--- config.mk ---
export PLATFORM = sky130hd
export DESIGN_NAME = flex_pts_frame_tx
export DESIGN_NICKNAME = d
export VERILOG_FILES = /design/src/rtl/flex_pts_frame_tx.sv
export SDC_FILE = /design/constraint.sdc
export NUM_CORES = 1
export LEC_CHECK = 0
export CORE_ASPECT_RATIO = 2
export CORE_MARGIN = 1
export CORE_UTILIZATION = 35
export DETAILED_ROUTE_END_ITERATION = 8
export HOLD_SLACK_MARGIN = 0.08
export PLACE_DENSITY = 0.65
export SLEW_MARGIN = 20
export SYNTH_ARGS = -nofsm -noshare
export SYNTH_HDL_FRONTEND = slang
export SYNTH_SLANG_ARGS = --single-unit
--- constraint.sdc ---
create_clock -name clk -period 2.2 [get_ports clk]
set_input_delay 0.33 -clock clk [delete_from_list [all_inputs] [get_ports clk]]
set_output_delay 0.33 -clock clk [all_outputs]
set_load 0.02 [all_outputs]
--- src/rtl/flex_pts_frame_tx.sv ---
// Framed parallel-to-serial transmitter: idle-high line, start bit (0), NUM_BITS data bits, STOP_BITS stop bits (1).
// Words are accepted on tx_valid & tx_ready and captured in a shift register for the whole frame.
module flex_pts_frame_tx #(
    parameter int NUM_BITS     = 32,
    parameter int SHIFT_MSB    = 1,
    parameter int CLKS_PER_BIT = 4,
    parameter int STOP_BITS    = 1
) (
    input  logic                clk,
    input  logic                rst,
    input  logic [NUM_BITS-1:0] tx_data,
    input  logic                tx_valid,
    output logic                tx_ready,
    output logic                serial_out,
    output logic                busy,
    output logic                done
);

    localparam int PW = $clog2(CLKS_PER_BIT) + 1;
    localparam int BW = $clog2(NUM_BITS + STOP_BITS) + 1;

    localparam logic [1:0] IDLE  = 2'd0;
    localparam logic [1:0] START = 2'd1;
    localparam logic [1:0] DATA  = 2'd2;
    localparam logic [1:0] STOP  = 2'd3;

    localparam logic [PW-1:0] PRE_LAST  = PW'(CLKS_PER_BIT - 1);
    localparam logic [PW-1:0] PRE_ONE   = PW'(1);
    localparam logic [BW-1:0] DATA_LAST = BW'(NUM_BITS - 1);
    localparam logic [BW-1:0] STOP_LAST = BW'(STOP_BITS - 1);
    localparam logic [BW-1:0] BIT_ONE   = BW'(1);

    logic [1:0]          state_q, state_d;
    logic [NUM_BITS-1:0] shift_q, shift_d;
    logic [PW-1:0]       prescale_q, prescale_d;
    logic [BW-1:0]       bit_cnt_q, bit_cnt_d;
    logic                serial_q, serial_d;
    logic                busy_q, busy_d;
    logic                done_q, done_d;
    logic                bit_end;
    logic                accept;

    assign tx_ready = (state_q == IDLE) & ~rst;
    assign accept   = tx_valid & tx_ready;
    assign bit_end  = (prescale_q == PRE_LAST);

    // Both counters reload to zero on every state change, so they never wrap inside a state.
    always_comb begin
        state_d    = state_q;
        shift_d    = shift_q;
        prescale_d = prescale_q;
        bit_cnt_d  = bit_cnt_q;
        done_d     = 1'b0;
        case (state_q)
            IDLE: begin
                if (accept) begin
                    shift_d    = tx_data;
                    state_d    = START;
                    prescale_d = '0;
                    bit_cnt_d  = '0;
                end
            end
            START: begin
                if (bit_end) begin
                    state_d    = DATA;
                    prescale_d = '0;
                end else begin
                    prescale_d = prescale_q + PRE_ONE;
                end
            end
            DATA: begin
                if (bit_end) begin
                    prescale_d = '0;
                    shift_d    = (SHIFT_MSB != 0) ? (shift_q << 1) : (shift_q >> 1);
                    if (bit_cnt_q == DATA_LAST) begin
                        state_d   = STOP;
                        bit_cnt_d = '0;
                    end else begin
                        bit_cnt_d = bit_cnt_q + BIT_ONE;
                    end
                end else begin
                    prescale_d = prescale_q + PRE_ONE;
                end
            end
            default: begin
                if (bit_end) begin
                    prescale_d = '0;
                    if (bit_cnt_q == STOP_LAST) begin
                        state_d   = IDLE;
                        bit_cnt_d = '0;
                        done_d    = 1'b1;
                    end else begin
                        bit_cnt_d = bit_cnt_q + BIT_ONE;
                    end
                end else begin
                    prescale_d = prescale_q + PRE_ONE;
                end
            end
        endcase
    end

    // Line level is decoded from the next state so serial_out is a plain flop.
    always_comb begin
        serial_d = 1'b1;
        if (state_d == START) begin
            serial_d = 1'b0;
        end else if (state_d == DATA) begin
            serial_d = (SHIFT_MSB != 0) ? shift_d[NUM_BITS-1] : shift_d[0];
        end
        busy_d = (state_d != IDLE);
    end

    always_ff @(posedge clk or posedge rst) begin
        if (rst) begin
            state_q    <= IDLE;
            shift_q    <= '0;
            prescale_q <= '0;
            bit_cnt_q  <= '0;
            serial_q   <= 1'b1;
            busy_q     <= 1'b0;
            done_q     <= 1'b0;
        end else begin
            state_q    <= state_d;
            shift_q    <= shift_d;
            prescale_q <= prescale_d;
            bit_cnt_q  <= bit_cnt_d;
            serial_q   <= serial_d;
            busy_q     <= busy_d;
            done_q     <= done_d;
        end
    end

    assign serial_out = serial_q;
    assign busy       = busy_q;
    assign done       = done_q;

endmodule

Fig. 1: sizing map
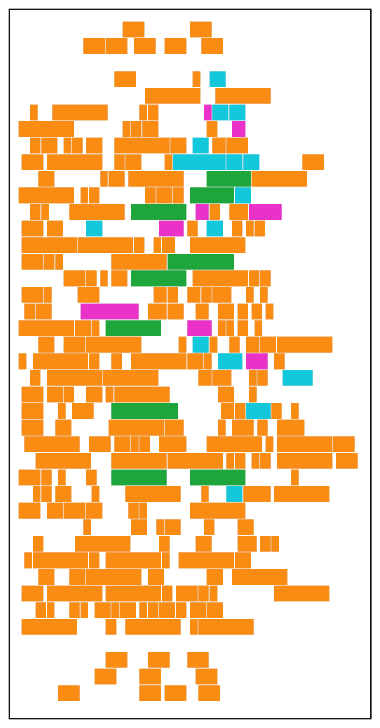
legend:
  drive 3 to 4:
    colour: cyan
    cells: 15
    most_used: buf_4
  drive 6 and up:
    colour: green
    cells: 9
    most_used: clkbuf_16
  drive 1 or less:
    colour: orange
    cells: 248
    most_used: dfrtp_1
  drive 2:
    colour: magenta
    cells: 8

Fig. 2: selected gate families
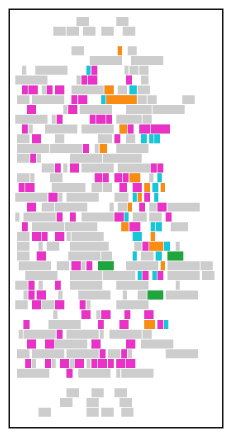
legend:
  inverting AOI/OAI gates:
    colour: magenta
    cells: 88
    most_used: o21ai_0
  adder and majority cells:
    colour: green
    cells: 3
    most_used: ha_1
  NAND gates:
    colour: cyan
    cells: 20
    most_used: nand2_1
  NOR gates:
    colour: orange
    cells: 15
    most_used: nor2_1

Fig. 3: the metal 2 layer
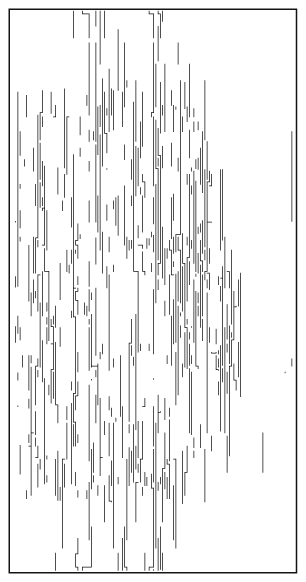
share of all routed wire: 54%
main direction: vertical
nets with wire on the layer: 256
longest straight run: 40.1 µm

Fig. 4: the clock network
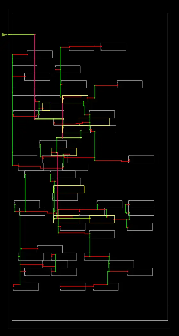
Layout clock buffers: 5
Flop Count: 47
Clock Power: 0.000980 W
Clock Latency Late Sink: 0.29 ns

Fig. 5: placement by cell class
The bar under the picture is 20 µm long. Fill, decap, tap and diode cells in grey.
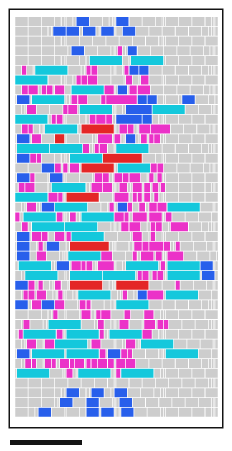
legend:
  other buffers and delay cells:
    colour: blue
    cells: 50
  all other logic:
    colour: magenta
    cells: 175
  flip-flops:
    colour: cyan
    cells: 47
  clock drivers and dummy loads:
    colour: red
    cells: 8

==> out/summary.txt <==
Max reg flops: 32
Status: complete, no violations
Cell count of the worst reg-to-reg path: 7
# hold bufs at CTS: 0
Dominant comb cell: AND-OR/OR-AND gates
AO/OA Area Share: 26.0%
Sequential Power Share: 45.3%
Largest Register: shift_q
Final Hold Viols: 0
Worst slack at placement: 0.150 ns
Net count, final: 317
Crit path kind: register to primary output
Worst path depth: 3
Port buffer count: 38
Placed Cells: 358
CP arrival: 1.76 ns
Max-slew violations: 0
Max Buffers Root-to-Sink: 2
Vias: 1860
Die y size: 116 µm
Synth Flop Type: dfrtp_1
Buffers excl. clock: 50
Wire per inst: 14.3 µm
Power figures rest on the tool's default switching activity, not on a simulated workload.
